File: config.mk
export PLATFORM = sky130hd
export DESIGN_NAME = ising_l1_stream_reader
export DESIGN_NICKNAME = d
export VERILOG_FILES = /design/src/rtl/ising_l1_stream_reader.sv
export SDC_FILE = /design/constraint.sdc
export NUM_CORES = 1
export LEC_CHECK = 0
export ABC_AREA = 1
export CAP_MARGIN = 20
export CORE_AREA = 2 2 185 187
export CTS_CLUSTER_DIAMETER = 40
export CTS_CLUSTER_SIZE = 12
export DETAILED_ROUTE_END_ITERATION = 6
export DIE_AREA = 0 0 187 189
export MAX_ROUTING_LAYER = met4
export PLACE_DENSITY_LB_ADDON = 0.25
export SLEW_MARGIN = 40
export SYNTH_ARGS = -nofsm -noshare
export SYNTH_HDL_FRONTEND = slang
export SYNTH_SLANG_ARGS = --single-unit
File: constraint.sdc
create_clock -name clk_i -period 3 [get_ports clk_i]
set_input_delay 0.3 -clock clk_i [delete_from_list [all_inputs] [get_ports clk_i]]
set_output_delay 0.3 -clock clk_i [all_outputs]
set_load 0.02 [all_outputs]
File: src/rtl/ising_l1_stream_reader.sv
// Streams num_words sequential L1 reads into a valid/ready word stream through a credit-limited FIFO.
// Optional stall performance counter: define IC_STREAM_PERF_CNT_EN.
module ising_l1_stream_reader #(
  parameter int unsigned ADDR_WIDTH   = 16,
  parameter int unsigned DATA_WIDTH   = 64,
  parameter int unsigned BANK_LATENCY = 1,
  parameter int unsigned FIFO_DEPTH   = 4,
  parameter int unsigned CNT_WIDTH    = 16
) (
  input  logic                  clk_i,
  input  logic                  rst_i,
  input  logic                  start_i,
  input  logic [ADDR_WIDTH-1:0] base_addr_i,
  input  logic [CNT_WIDTH-1:0]  num_words_i,
  input  logic                  abort_i,
  output logic                  busy_o,
  output logic                  done_o,
  output logic                  mem_req_o,
  output logic [ADDR_WIDTH-1:0] mem_addr_o,
  input  logic                  mem_gnt_i,
  input  logic                  mem_rvalid_i,
  input  logic [DATA_WIDTH-1:0] mem_rdata_i,
  output logic                  stream_valid_o,
  output logic [DATA_WIDTH-1:0] stream_data_o,
  input  logic                  stream_ready_i,
  output logic [31:0]           stall_cycles_o
);

  localparam int unsigned BYTES   = DATA_WIDTH / 8;
  // A buffer shallower than the bank pipeline could not absorb every in-flight word.
  localparam int unsigned CREDITS = (FIFO_DEPTH > BANK_LATENCY) ? FIFO_DEPTH : BANK_LATENCY + 1;
  localparam int unsigned PTR_W   = (CREDITS > 1) ? $clog2(CREDITS) : 1;
  localparam int unsigned SLOTS   = 1 << PTR_W;
  localparam int unsigned OCC_W   = PTR_W + 1;

  typedef enum logic [2:0] {
    S_IDLE,
    S_ISSUE,
    S_DRAIN,
    S_DONE,
    S_FLUSH
  } state_t;

  state_t                state_q;
  logic                  busy_q;
  logic                  done_q;
  logic [ADDR_WIDTH-1:0] addr_q;
  logic [CNT_WIDTH-1:0]  num_q;
  logic [CNT_WIDTH-1:0]  issued_q;
  logic [CNT_WIDTH-1:0]  issued_d;
  logic [OCC_W-1:0]      outst_q;
  logic [OCC_W-1:0]      outst_d;
  logic [OCC_W-1:0]      occ_q;
  logic [OCC_W-1:0]      occ_d;
  logic [PTR_W-1:0]      wr_ptr_q;
  logic [PTR_W-1:0]      rd_ptr_q;
  logic [DATA_WIDTH-1:0] fifo_q [SLOTS];

  logic             active;
  logic [OCC_W:0]   credit_used;
  logic             credit_ok;
  logic             grant;
  logic             rsp_accept;
  logic             push;
  logic             pop;

  assign active      = (state_q == S_ISSUE) || (state_q == S_DRAIN);
  assign credit_used = {1'b0, outst_q} + {1'b0, occ_q};
  assign credit_ok   = credit_used < (OCC_W + 1)'(CREDITS);

  // Request only ever falls through a grant or an abort: without a grant the credit sum cannot grow.
  assign mem_req_o  = (state_q == S_ISSUE) && !abort_i && (issued_q != num_q) && credit_ok;
  assign mem_addr_o = addr_q;
  assign grant      = mem_req_o && mem_gnt_i;

  // Responses with nothing outstanding (e.g. stragglers from before a reset) are dropped.
  assign rsp_accept = mem_rvalid_i && (outst_q != '0) && (active || (state_q == S_FLUSH));
  assign push       = rsp_accept && active;
  assign pop        = stream_valid_o && stream_ready_i;

  assign stream_valid_o = (occ_q != '0);
  assign stream_data_o  = fifo_q[rd_ptr_q];
  assign busy_o         = busy_q;
  assign done_o         = done_q;

  always_comb begin
    outst_d = outst_q;
    if (grant && !rsp_accept) begin
      outst_d = outst_q + OCC_W'(1);
    end else if (!grant && rsp_accept) begin
      outst_d = outst_q - OCC_W'(1);
    end
    occ_d = occ_q;
    if (push && !pop) begin
      occ_d = occ_q + OCC_W'(1);
    end else if (!push && pop) begin
      occ_d = occ_q - OCC_W'(1);
    end
    issued_d = grant ? issued_q + CNT_WIDTH'(1) : issued_q;
  end

  generate
    for (genvar gi = 0; gi < int'(SLOTS); gi++) begin : g_fifo
      always_ff @(posedge clk_i) begin
        if (rst_i) begin
          fifo_q[gi] <= '0;
        end else if (push && (wr_ptr_q == PTR_W'(gi))) begin
          fifo_q[gi] <= mem_rdata_i;
        end
      end
    end
  endgenerate

  always_ff @(posedge clk_i) begin
    if (rst_i) begin
      state_q  <= S_IDLE;
      busy_q   <= 1'b0;
      done_q   <= 1'b0;
      addr_q   <= '0;
      num_q    <= '0;
      issued_q <= '0;
      outst_q  <= '0;
      occ_q    <= '0;
      wr_ptr_q <= '0;
      rd_ptr_q <= '0;
    end else begin
      outst_q  <= outst_d;
      occ_q    <= occ_d;
      issued_q <= issued_d;
      if (grant) begin
        addr_q <= addr_q + ADDR_WIDTH'(BYTES);
      end
      if (push) begin
        wr_ptr_q <= wr_ptr_q + PTR_W'(1);
      end
      if (pop) begin
        rd_ptr_q <= rd_ptr_q + PTR_W'(1);
      end

      unique case (state_q)
        S_IDLE: begin
          done_q <= 1'b0;
          if (start_i) begin
            num_q    <= num_words_i;
            issued_q <= '0;
            addr_q   <= base_addr_i & ~ADDR_WIDTH'(BYTES - 1);
            if (num_words_i != '0) begin
              state_q <= S_ISSUE;
              busy_q  <= 1'b1;
            end else begin
              state_q <= S_DONE;
              done_q  <= 1'b1;
            end
          end
        end
        S_ISSUE: begin
          if (abort_i) begin
            state_q  <= S_FLUSH;
            occ_q    <= '0;
            wr_ptr_q <= '0;
            rd_ptr_q <= '0;
          end else if (issued_d == num_q) begin
            state_q <= S_DRAIN;
          end
        end
        S_DRAIN: begin
          if (abort_i) begin
            state_q  <= S_FLUSH;
            occ_q    <= '0;
            wr_ptr_q <= '0;
            rd_ptr_q <= '0;
          end else if ((outst_d == '0) && (occ_d == '0)) begin
            state_q <= S_DONE;
            busy_q  <= 1'b0;
            done_q  <= 1'b1;
          end
        end
        S_DONE: begin
          state_q <= S_IDLE;
          done_q  <= 1'b0;
        end
        S_FLUSH: begin
          if (outst_d == '0) begin
            state_q <= S_IDLE;
            busy_q  <= 1'b0;
          end
        end
        default: begin
          state_q <= S_IDLE;
          busy_q  <= 1'b0;
          done_q  <= 1'b0;
        end
      endcase
    end
  end

`ifdef IC_STREAM_PERF_CNT_EN
  logic [31:0] stall_q;
  logic        stall_event;

  assign stall_event = (mem_req_o && !mem_gnt_i) || (stream_valid_o && !stream_ready_i);

  always_ff @(posedge clk_i) begin
    if (rst_i) begin
      stall_q <= '0;
    end else if ((state_q == S_IDLE) && start_i) begin
      stall_q <= '0;
    end else if (stall_event && (stall_q != '1)) begin
      stall_q <= stall_q + 32'd1;
    end
  end

  assign stall_cycles_o = stall_q;
`else
  assign stall_cycles_o = '0;
`endif

endmodule

==> flow_summary.toml, run 1 <==
# synthesis and place-and-route metrics
[place]
dp_cells = 2190
dp_hpwl_um = 22600
pre_cts_ws_ns = 0.2617
placed_cell_area_um2 = 17290

[layout]
layout.nets = 1906
final_cell_area_um2 = 18920

[pwr]
maxPowerGroup = "clock"
cellInternalPower_mw = 10.69
power.leakage_nw = 7.752
power.density_nw_per_um2 = 831.6
powerComb_mw = 4.70

[run]
maxCapViolCount = 0

[yosys]
ys_seq_share_pct = 59.88
ys_sh_xor_pct = 1.703
ys_sh_simple_pct = 18.99
area_leaders = "edfxtp_1 52%, nor2_1 11%, dfxtp_1 8.1%"
logic_family = "simple AND/OR/NAND/NOR gates"
syn_inst = 1611
async_flop_share_pct = 0
yosysCellCount = 1611
edf_count = 256

[critical_path]
path_max_fanout = 81
start_kind = "flip-flop"
r2r_setup_slack_ns = 0.39

[worst_hold_path]
worstHoldEndpoint = "mem_addr_o[5]"
min_from = "base_addr_i[5]"

[routing]
wl_met2_um = 17980
route.met3.wl_um = 2813
drtIter0Drc = 800
top_layer = "met4"
avgRoutedWirePerCell_um = 16.40

[die]
row_count = 67

[global_routing]
grt_antenna_before_repair = 1
grt_pass1_vias = 11390

[clocking]
cts.sinks = 316
cts_htree_levels = 2
cts_root_buf = "clkbuf_16"

[status]
outcome = "completed"

[sta]
hold_violations = 0
whs_ns = 0.3751
[run 1: area by class of cell]
cell class                 count  area (um2)
clock inverter                26       350.3
timing repair buffer         214        2280
sequential                   316        8894
tap                          448       560.5
antenna                        2       5.005
multi-input combinational   1053        4964
fill                        2874       14360
inverter                     159       604.3
clock buffer                  57        1265
[run 1: repair_timing]
action	CTS	global route
cloned	0	0
setup buffers	0	0
endpoints found under the setup margin	1	2
gates resized	1	3
hold buffers	0	0
[run 1: worst max-delay path, cell delays in order, from the launching register on]
cell,delay [ns]
dfxtp_4,0.56
buf_16,0.34
o21ai_0,0.17
o22ai_1,0.28
clkdlybuf4s50_1,0.66
[run 1: sequential cells by signal, summed over array words and instances, names as in the netlist, 3 cells and up]
signal and cells:
fifo_q 256, issued_q 16, state_q 3, mem_addr_o 13
outst_q 3, occ_q 3, num_q 16
**Run 1: the metal 1 layer**

The bar under the picture is 50 um long. Supply wires on this layer in grey.
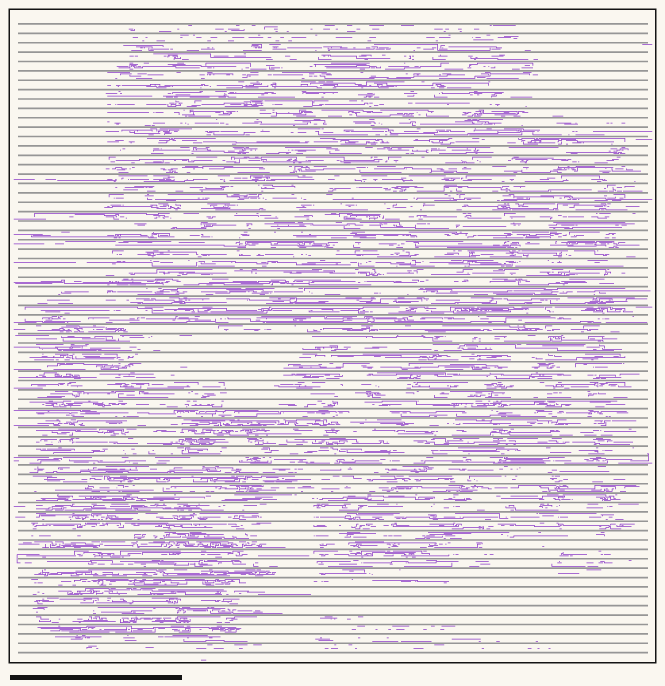
longest straight run: 37.3 um
wire length on this layer: 15700 um
share of all routed wire: 42%
met1 Track Usage GR: 26.10%
via count: 11650
Routed WL: 37310 um

**Run 1: signal wires on met2**

Cells faint in the background.
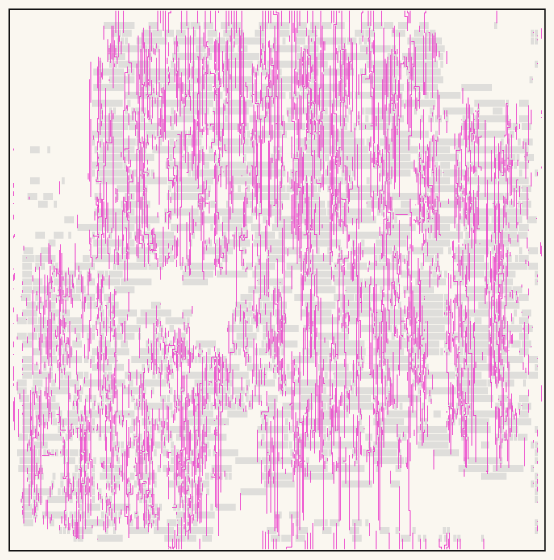
share of all routed wire: 48%
longest straight run: 64.6 um
met2 Resource Use GR: 36.36%

**Run 1: met3 routing**

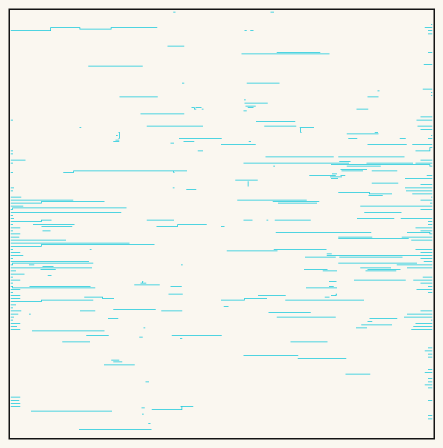
longest straight run: 52.2 um
main direction: horizontal
met3 Use GR: 4.374%

**Run 1: signal wires on met4**

The bar under the picture is 50 um long. Supply wires on this layer in grey.
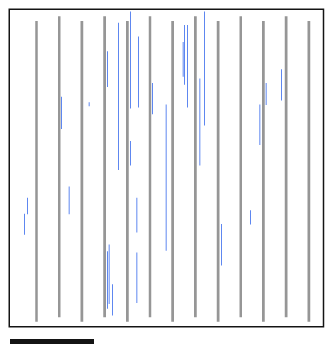
share of all routed wire: 2.3%
wire length on this layer: 838 um

**Run 1: congestion heat map**

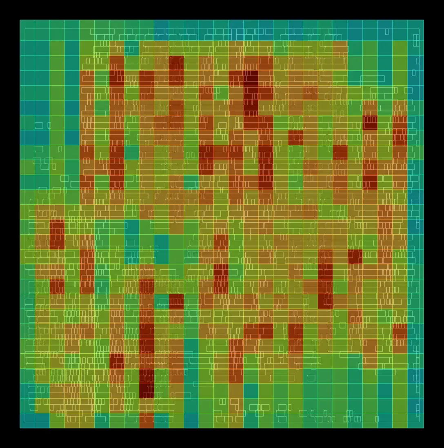

## Run 2: what changed since run 1
--- a/config.mk
+++ b/config.mk
@@ -12,6 +12,7 @@
 export CTS_CLUSTER_SIZE = 12
 export DETAILED_ROUTE_END_ITERATION = 6
 export DIE_AREA = 0 0 187 189
+export GPL_TIMING_DRIVEN = 0
 export MAX_ROUTING_LAYER = met4
 export PLACE_DENSITY_LB_ADDON = 0.25
 export SLEW_MARGIN = 40
**Run 2: congestion heat map**

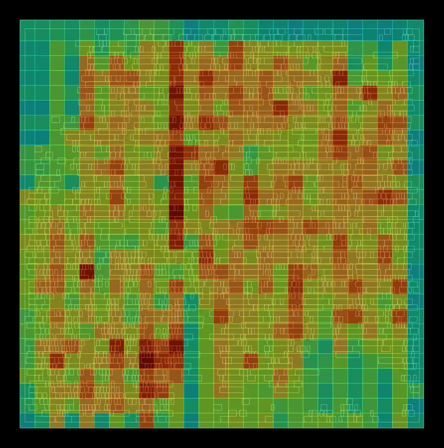
WL/cell: 17.06 um
Most Crowded Layer GR: met2

**Run 2: the metal 1 layer**

The bar under the picture is 50 um long. Supply wires on this layer in grey.
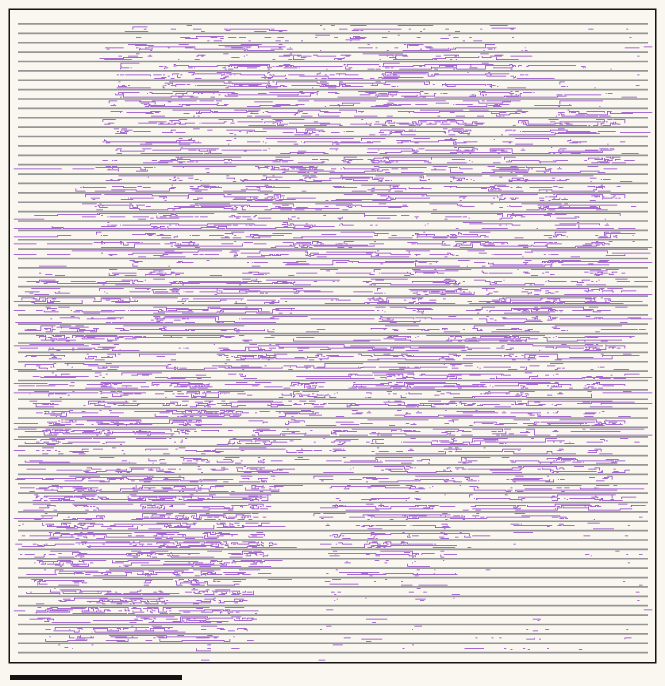
nets with wire on the layer: 1849
share of all routed wire: 42%
met1 Track Usage GR: 29.00%
via count: 11990

==> flow_summary.toml, run 2 <==
# synthesis and place-and-route metrics
[yosys]
area_leaders = "edfxtp_1 52%, nor2_1 11%, dfxtp_1 8.1%"
logic_family = "simple AND/OR/NAND/NOR gates"
ys_sh_xor_pct = 1.703
ys_seq_share_pct = 59.88
syn_inst = 1611
yosysCellCount = 1611

[routing]
route.met3.wl_um = 2914
wl_met2_um = 19750

[global_routing]
use_met3_pct = 4.263

[place]
pre_cts_ws_ns = -0.4145

[status]
outcome = "completed"

[critical_path]
crit_buf_inv = 5
cpPeakStageDelay_ns = 0.65
start_kind = "flip-flop"

[layout]
sh_comb_area_pct = 25.69
comb_area_um2 = 4913
reg.largest.list = "fifo_q: 256 flops, issued_q: 16 flops, num_q: 16 flops"
clkCellAreaFrac_pct = 8.341

[pwr]
power.leakage_nw = 8.089

[run]
maxCapViolCount = 0

[die]
row_count = 67

[clocking]
ctsHoldBuffers = 0
run 2: worst paths after layout:
check / from / to / slack [ns] / cells after the start
setup / recovery: rd_ptr_q[0] / stream_data_o[45] / 0.05 / 7
hold / removal: base_addr_i[4] / mem_addr_o[4] / 0.38 / 3
setup reg to reg: outst_q[2] / mem_addr_o[15] / 0.31 / 12
hold reg to reg: done_o / done_o / 0.46 / 2
run 2: timing repair:
| action | 4_1_cts | 5_1_grt |
|---|---|---|
| endpoints found under the setup margin | 64 | 40 |
| resized | 61 | 19 |
| hold endpoints to repair | 0 | 0 |
run 2: metrics by stage:
step	setup TNS, ns	instances	instance area (um2)
after floorplan	0	1645	14970
after detailed placement	-70.48	2278	17460
after global routing	0	2364	19120
after global placement	-544.46	2273	17330
after CTS	-0.03144	2364	19090
final	0	2365	19130
**Run 2: signal wires on met2**

Cells faint in the background.
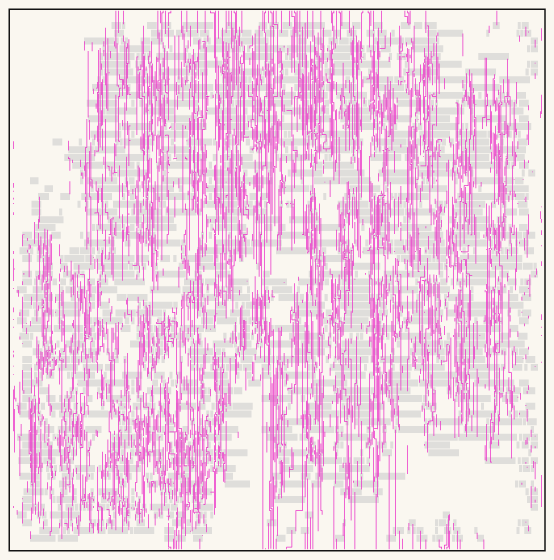

## Run 3: what changed since run 2
--- a/config.mk
+++ b/config.mk
@@ -12,10 +12,9 @@
 export CTS_CLUSTER_SIZE = 12
 export DETAILED_ROUTE_END_ITERATION = 6
 export DIE_AREA = 0 0 187 189
-export GPL_TIMING_DRIVEN = 0
 export MAX_ROUTING_LAYER = met4
 export PLACE_DENSITY_LB_ADDON = 0.25
-export SLEW_MARGIN = 40
+export SLEW_MARGIN = 20
 export SYNTH_ARGS = -nofsm -noshare
 export SYNTH_HDL_FRONTEND = slang
 export SYNTH_SLANG_ARGS = --single-unit
==> constraint.sdc (replaced) <==
create_clock -name clk_i -period 2.74 [get_ports clk_i]
set_input_delay 0.274 -clock clk_i [delete_from_list [all_inputs] [get_ports clk_i]]
set_output_delay 0.274 -clock clk_i [all_outputs]
set_load 0.02 [all_outputs]
**Run 3: signal wires on met2**

Cells faint in the background.
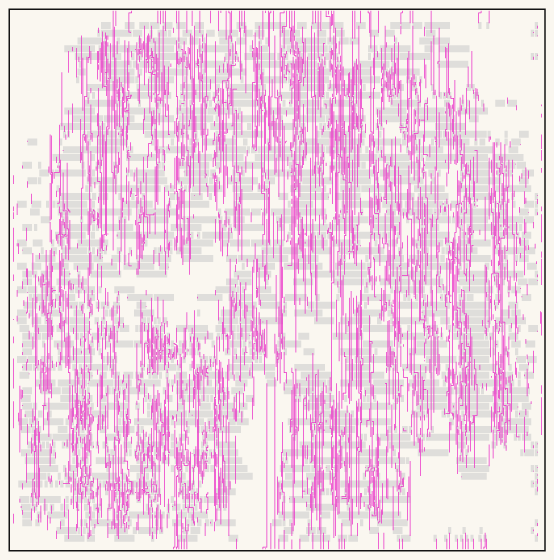
main direction: vertical
share of all routed wire: 50%
met2 Resource Use GR: 38.12%
via count: 11690
Routed WL: 38380 um

==> flow_summary.toml, run 3 <==
# synthesis and place-and-route metrics
[status]
outcome = "completed"

[critical_path]
r2r_setup_slack_ns = 0.26
r2r-start = "outst_q[2]"
crit_buf_inv = 3
path_cells = "inv_8, buf_12, o21ai_0, o22ai_1, clkdlybuf4s50_1"
crit_slowest_cell = "clkdlybuf4s50_1"

[layout]
final_cell_area_um2 = 19190
largest_register = "fifo_q"
sh_comb_area_pct = 25.98
dominant_cells = "sequential cells"
nClkBuffers = 50

[place]
placed_cell_area_um2 = 17430
dp_hpwl_um = 23090
dp_cells = 2197

[yosys]
edf_count = 256

[pwr]
power.leakage_nw = 7.912
power.density_nw_per_um2 = 908.0

[global_routing]
use_met3_pct = 4.671
grt_pass1_vias = 11600

[clocking]
cts_root_buf = "clkbuf_16"

[sta]
whs_ns = 0.3458
hold_violations = 0

[routing]
top_layer = "met4"
**Run 3: the metal 1 layer**

The bar under the picture is 50 um long. Supply wires on this layer in grey.
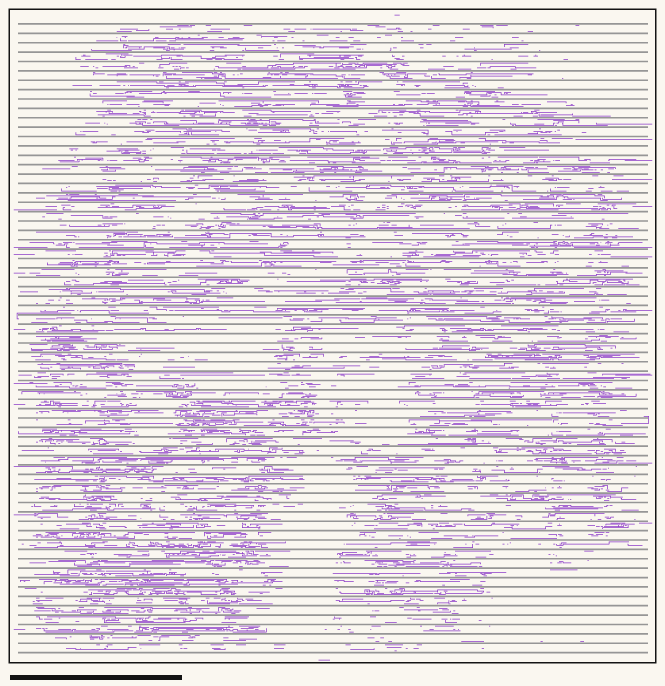
nets with wire on the layer: 1754
share of all routed wire: 41%
longest straight run: 40.0 um
wire length on this layer: 15600 um
met1 Track Usage GR: 26.22%

==> run 3: cell counts after synthesis <==
Identical to the previous run, type by type.
==> run 3: kinds of logic after synthesis <==
kind of cell               Yosys count  synth area share (%)
adders and majority gates           14                 1.180
other                                1               0.02526
xor gates and xnor gates            28                 1.703
buffers and inverters              276                 8.075
and+or+nand+nor                    699                 18.99
DFF                                316                 59.88
AOI/OAI and AO/OA                  277                 10.14
==> run 3: worst min path at each step <==
stage / endpoint / slack [ns] / cells after the start / from
floorplan: outst_q[0] / 0.34 / 1 / rst_i
global placement: done_o / 0.44 / 2 / done_o
detailed placement: done_o / 0.45 / 2 / done_o
CTS: mem_addr_o[4] / 0.32 / 3 / base_addr_i[4]
global route: mem_addr_o[5] / 0.36 / 3 / base_addr_i[5]
finish: mem_addr_o[4] / 0.35 / 3 / base_addr_i[4]
